`src/rtl/cdc_sched_pkg.sv`:
```
// Shared types and helpers for the pulse CDC scheduler and its arbiter.
package cdc_sched_pkg;

    localparam int unsigned MAX_REQ = 16;

    typedef enum logic [2:0] {
        StIdle   = 3'd0,
        StIssue  = 3'd1,
        StSettle = 3'd2,
        StWait   = 3'd3,
        StGap    = 3'd4
    } sched_state_e;

    // Ceiling log2, never below 1 so a tag always has at least one bit.
    function automatic int unsigned clog2(input int unsigned value);
        int unsigned r;
        r = 0;
        for (int unsigned i = 0; i < 32; i++) begin
            if ((32'd1 << i) < value) r = i + 1;
        end
        return (r == 0) ? 1 : r;
    endfunction

endpackage

```
`src/rtl/rr_arbiter.sv`:
```
// Combinational round-robin pick: first set bit of pend searching upward from pointer.
module rr_arbiter
    import cdc_sched_pkg::*;
#(
    parameter int unsigned N = 4,
    localparam int unsigned W = clog2(N)
) (
    input  logic [N-1:0] pend,
    input  logic [W-1:0] pointer,
    output logic         grant_valid,
    output logic [W-1:0] grant_idx
);

    int unsigned idx;

    always_comb begin
        grant_valid = 1'b0;
        grant_idx   = '0;
        idx         = 0;
        for (int unsigned off = 0; off < N; off++) begin
            idx = (32'(pointer) + off) % N;
            if (!grant_valid && pend[idx[W-1:0]]) begin
                grant_valid = 1'b1;
                grant_idx   = idx[W-1:0];
            end
        end
    end

endmodule

```
`src/rtl/cdc_pulse_scheduler.sv`:
```
// Shares one fast-to-slow pulse CDC channel among N_REQ requesters: sticky pending
// capture, round-robin grant, single issue pulse, then wait for busy plus a guard gap.
module cdc_pulse_scheduler
    import cdc_sched_pkg::*;
#(
    parameter int unsigned N_REQ = 4,
    parameter int unsigned GAP_W = 8,
    localparam int unsigned TAG_W = clog2(N_REQ)
) (
    input  logic             clk,
    input  logic             reset_i,
    input  logic             enable_i,
    input  logic [N_REQ-1:0] req_i,
    input  logic             chan_busy_i,
    input  logic [GAP_W-1:0] gap_cfg_i,
    input  logic             drop_clr_i,
    output logic             pulse_o,
    output logic [TAG_W-1:0] tag_o,
    output logic [N_REQ-1:0] pend_o,
    output logic [N_REQ-1:0] drop_o,
    output logic             idle_o
);

    sched_state_e     state_q, state_d;
    logic [N_REQ-1:0] pend_q, pend_d, drop_q, drop_d, drop_set, grant_mask;
    logic [TAG_W-1:0] ptr_q, ptr_nxt, tag_q, grant_idx;
    logic [GAP_W-1:0] gap_q;
    logic             pulse_q, idle_q, grant_valid, grant;

    rr_arbiter #(
        .N (N_REQ)
    ) u_rr_arbiter (
        .pend        (pend_q),
        .pointer     (ptr_q),
        .grant_valid (grant_valid),
        .grant_idx   (grant_idx)
    );

    always_comb begin
        grant      = (state_q == StIdle) && enable_i && !chan_busy_i && grant_valid;
        grant_mask = '0;
        if (grant) grant_mask[grant_idx] = 1'b1;
        ptr_nxt = (32'(grant_idx) == N_REQ - 1) ? '0 : grant_idx + 1'b1;

        // A request landing on a bit being granted this cycle re-arms it without a drop.
        pend_d   = (pend_q & ~grant_mask) | req_i;
        drop_set = req_i & pend_q & ~grant_mask;
        drop_d   = (drop_clr_i ? '0 : drop_q) | drop_set;

        state_d = state_q;
        unique case (state_q)
            StIdle:   if (grant) state_d = StIssue;
            StIssue:  state_d = StSettle;
            StSettle: state_d = StWait;
            StWait:   if (!chan_busy_i) state_d = (gap_q != '0) ? StGap : StIdle;
            StGap:    if (gap_q == GAP_W'(1)) state_d = StIdle;
            default:  state_d = StIdle;
        endcase
    end

    always_ff @(posedge clk) begin
        if (reset_i) begin
            state_q <= StIdle;
            pend_q  <= '0;
            drop_q  <= '0;
            ptr_q   <= '0;
            tag_q   <= '0;
            gap_q   <= '0;
            pulse_q <= 1'b0;
            idle_q  <= 1'b1;
        end else begin
            state_q <= state_d;
            pend_q  <= pend_d;
            drop_q  <= drop_d;
            pulse_q <= grant;
            idle_q  <= (state_d == StIdle) && (pend_d == '0);
            if (grant) begin
                tag_q <= grant_idx;
                ptr_q <= ptr_nxt;
            end
            if (state_q == StSettle) gap_q <= gap_cfg_i;
            else if (state_q == StGap) gap_q <= gap_q - 1'b1;
        end
    end

    assign pulse_o = pulse_q;
    assign tag_o   = tag_q;
    assign pend_o  = pend_q;
    assign drop_o  = drop_q;
    assign idle_o  = idle_q;

endmodule
```
`config.mk`:
```
export PLATFORM = sky130hd
export DESIGN_NAME = cdc_pulse_scheduler
export DESIGN_NICKNAME = d
export VERILOG_FILES = /design/src/rtl/cdc_sched_pkg.sv /design/src/rtl/rr_arbiter.sv /design/src/rtl/cdc_pulse_scheduler.sv
export SDC_FILE = /design/constraint.sdc
export NUM_CORES = 1
export LEC_CHECK = 0
export CAP_MARGIN = 15
export CORE_AREA = 2 2 80 51
export CTS_BUF_LIST = sky130_fd_sc_hd__clkbuf_8
export DETAILED_ROUTE_END_ITERATION = 7
export DIE_AREA = 0 0 82 53
export SLEW_MARGIN = 10
export SYNTH_ARGS = -nofsm -noshare
export SYNTH_HDL_FRONTEND = slang
export SYNTH_HIERARCHICAL = 1
export SYNTH_SLANG_ARGS = --single-unit
```
`constraint.sdc`:
```
create_clock -name clk -period 4.4 [get_ports clk]
set_input_delay 1.32 -clock clk [delete_from_list [all_inputs] [get_ports clk]]
set_output_delay 1.32 -clock clk [all_outputs]
set_load 0.005 [all_outputs]
```
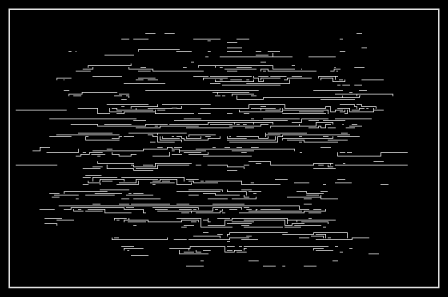
*The metal 1 layer, run 1*
- longest straight run: 46.0 um
- share of all routed wire: 54%
- nets with wire on the layer: 190
- wire length on this layer: 1,790 um
- main direction: horizontal
met1 global-route usage: 24.5%
Post-Route WL: 3320 um
DR vias: 1,266

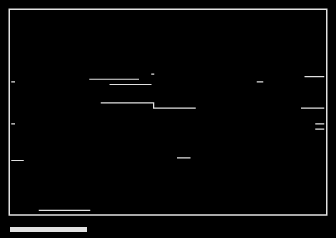
*Metal 3, run 1*
Bar = 20 um.
- main direction: horizontal
- wire length on this layer: 86.0 um
- longest straight run: 13.6 um

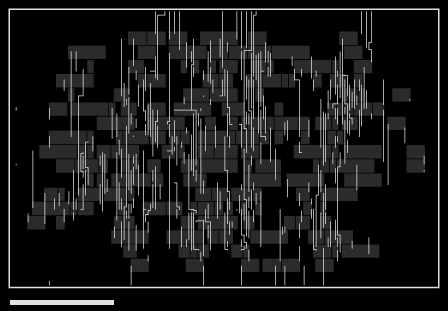
*The metal 2 layer, run 1*
Bar = 20 um. Cells faint in the background.
- wire length on this layer: 1,410 um
- longest straight run: 19.0 um
- nets with wire on the layer: 174
- main direction: vertical
- share of all routed wire: 42%
met2 GRT Util: 23.6%

==> deck_impl_summary.md, run 1 <==
Synthesis and Place & Route Summary

Floorplan
  • # rows: 17

Clocking
  • Clock root buffer: clkbuf_8
  • CTS Hold Bufs: 0
  • Sink Count: 25
  • Post-CTS sizing: 0

Cells and area
  • Antenna Cells: 0
  • Logic Gate Count: 120
  • Dominant class by area: combinational gates
  • Buffers, non-clock: 28
  • Max reg flops: 8

Logic synthesis
  • Commonest cells in the netlist: dfxtp_1 (25), nor2_1 (22), a21oi_1 (20)
  • Simple-gate area share of the yosys netlist: 26.6%
  • Top cells by area: dfxtp_1 (36%), a21oi_1 (7.1%), ha_1 (6.2%)
  • # Cells Yosys: 165

Worst setup path
  • Reg2Reg Depth: 8
  • Crit. Startpoint: chan_busy_i
  • R2R setup slack: 2.11 ns

Status
  • Status: finished, final reports clean

STA
  • Worst clock skew: 0.00799 ns
  • Worst slew margin: 38.0%

GRT
  • Largest net degree at the start of global routing: 26
  • GRT busiest layer: met1
  • Met3 Track Usage GR: 3.07%
  • First-pass GRT wire length: 5390 um

Min path
  • WHS Path Cells: 2

Route
  • Met3 WL post-DR: 86 um

Power
  • Largest power group: registers
==> run 2, diff against run 1 <==
- PLACE_DENSITY: unset -> 0.66
- clock period: 4.4 -> 2.3 ns (I/O delays scaled with it)
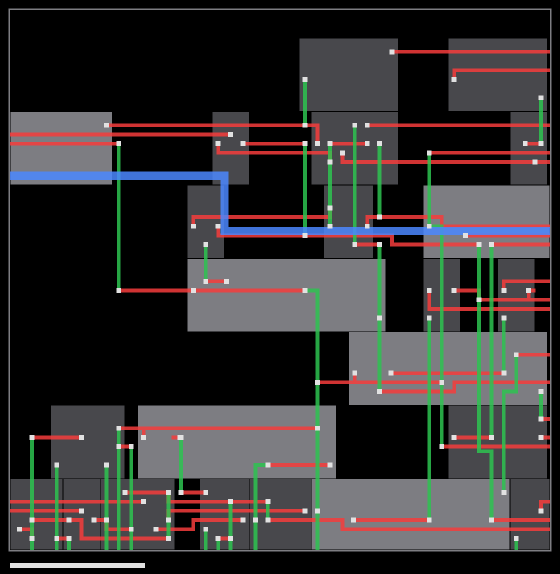
*Zoomed window, run 2*
Bar = 5 um. Region (10, 30) to (30, 50) um. Cells in gray, sequential cells in the stronger gray; small squares are vias.
- green: M2
- blue: M3
- red: M1
- most frequent: dfxtp_1 (6), nor2_1 (5), clkdlybuf4s50_1 (3)
- sequential cells in the window: 6
- netlist names of flops here include: drop_o (2), pend_o (2)
- cells with their middle in the window: 23

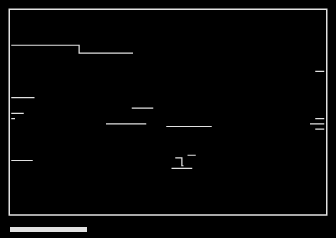
*Metal 3, run 2*
Bar = 20 um.
met3 Track Usage GR: 4.61%
Post-Route WL: 3340 um
DR vias: 1,297

==> run 2 against run 1 <==
  * Synthesized area stayed put
  * Sequential share of layout area down 0.47 points
  * Combinational power increased by 98%
  * Clock power up 84%
  * Via count up 2.4%
  * Power up 91%
  * Die area unchanged
  * Critical path type is now reg2reg
  * Critical endpoint unchanged
==> deck_impl_summary.md, run 2 <==
Synthesis and Place & Route Summary

Clocking
  • Post-CTS sizing: 0 (unchanged)
  • CTS Hold Bufs: 0 (unchanged)
  • Sink Count: 25 (unchanged)
  • Clock root buffer: clkbuf_8 (unchanged)
  • TritonCTS clock tree: yes (unchanged)

GRT
  • GRT busiest layer: met2 (was met1)
  • First-pass GRT wire length: 5620 um (was 5390 um)
  • Met1 global-route usage: 24.0% (was 24.5%)
  • Largest net degree at the start of global routing: 19 (was 26)
  • Met2 GRT Util: 26.4% (was 23.6%)
  • Initial antenna violation count: 0 (unchanged)
  • GRT overflow: 0 (unchanged)

Cells and area
  • Antenna Cells: 0 (unchanged)
  • Buffers, non-clock: 32 (was 28)
  • Most numerous logic cells after layout: clkdlybuf4s50_1 (28), dfxtp_1 (25), nor2_1 (22), a21oi_1 (20), nand2_1 (12) (unchanged)
  • Non-clock buffer area fraction after layout: 17.6% (was 16.1%)
  • Max reg flops: 8 (unchanged)
  • Most numerous logic cell after layout: clkdlybuf4s50_1 (unchanged)
  • MI comb area: 812 sq um (unchanged)
  • Cell area after layout: 1770 sq um (was 1740 sq um)
  • Dominant class by area: combinational gates (unchanged)
  • Logic Gate Count: 120 (unchanged)

Min path
  • WHS Path Cells: 2 (unchanged)
  • Hold endpoint: tag_o[1] (was tag_o[0])

STA
  • Worst slew margin: 57.0% (was 38.0%)
  • Final min period: 2.17 ns
  • Final worst setup slack: 0.133 ns (was 1.66 ns)
  • Post-route setup TNS: 0 ns (unchanged)
  • Worst clock skew: 0.00526 ns (was 0.00799 ns)

Route
  • Met3 WL post-DR: 95 um (was 86 um)
  • DR WL met2: 1470 um (was 1410 um)

Logic synthesis
  • # Cells Yosys: 165 (unchanged)
  • Commonest cells in the netlist: dfxtp_1 (25), nor2_1 (22), a21oi_1 (20) (unchanged)
  • Yosys top cell by area: dfxtp_1 (unchanged)
  • Simple-gate area share of the yosys netlist: 26.6% (unchanged)
  • Dominant register cell: dfxtp_1 (unchanged)
  • Post-synthesis net count: 189 (unchanged)
  • Top cells by area: dfxtp_1 (36%), a21oi_1 (7.1%), ha_1 (6.2%) (unchanged)

Worst setup path
  • Worst path slowest cell: dfxtp_1 (was clkdlybuf4s50_1)
  • Reg2Reg Depth: 8 (unchanged)
  • R2R setup slack: 0.13 ns (was 2.11 ns)

Floorplan
  • # rows: 17 (unchanged)
  • # Taps: 47 (unchanged)
  • IO Count: 29 (unchanged)

Status
  • Status: finished, final reports clean (unchanged)

Power
  • Comb power frac: 25.3% (was 24.4%)
  • Net Sw Power: 0.308 mW (was 0.164 mW)
  • Largest power group: registers (unchanged)
  • Switching share of power: 30.0% (was 30.5%)

Placement
  • Placed cell areas: 1720 sq um (was 1690 sq um)
Power and IR drop assume default switching activity.
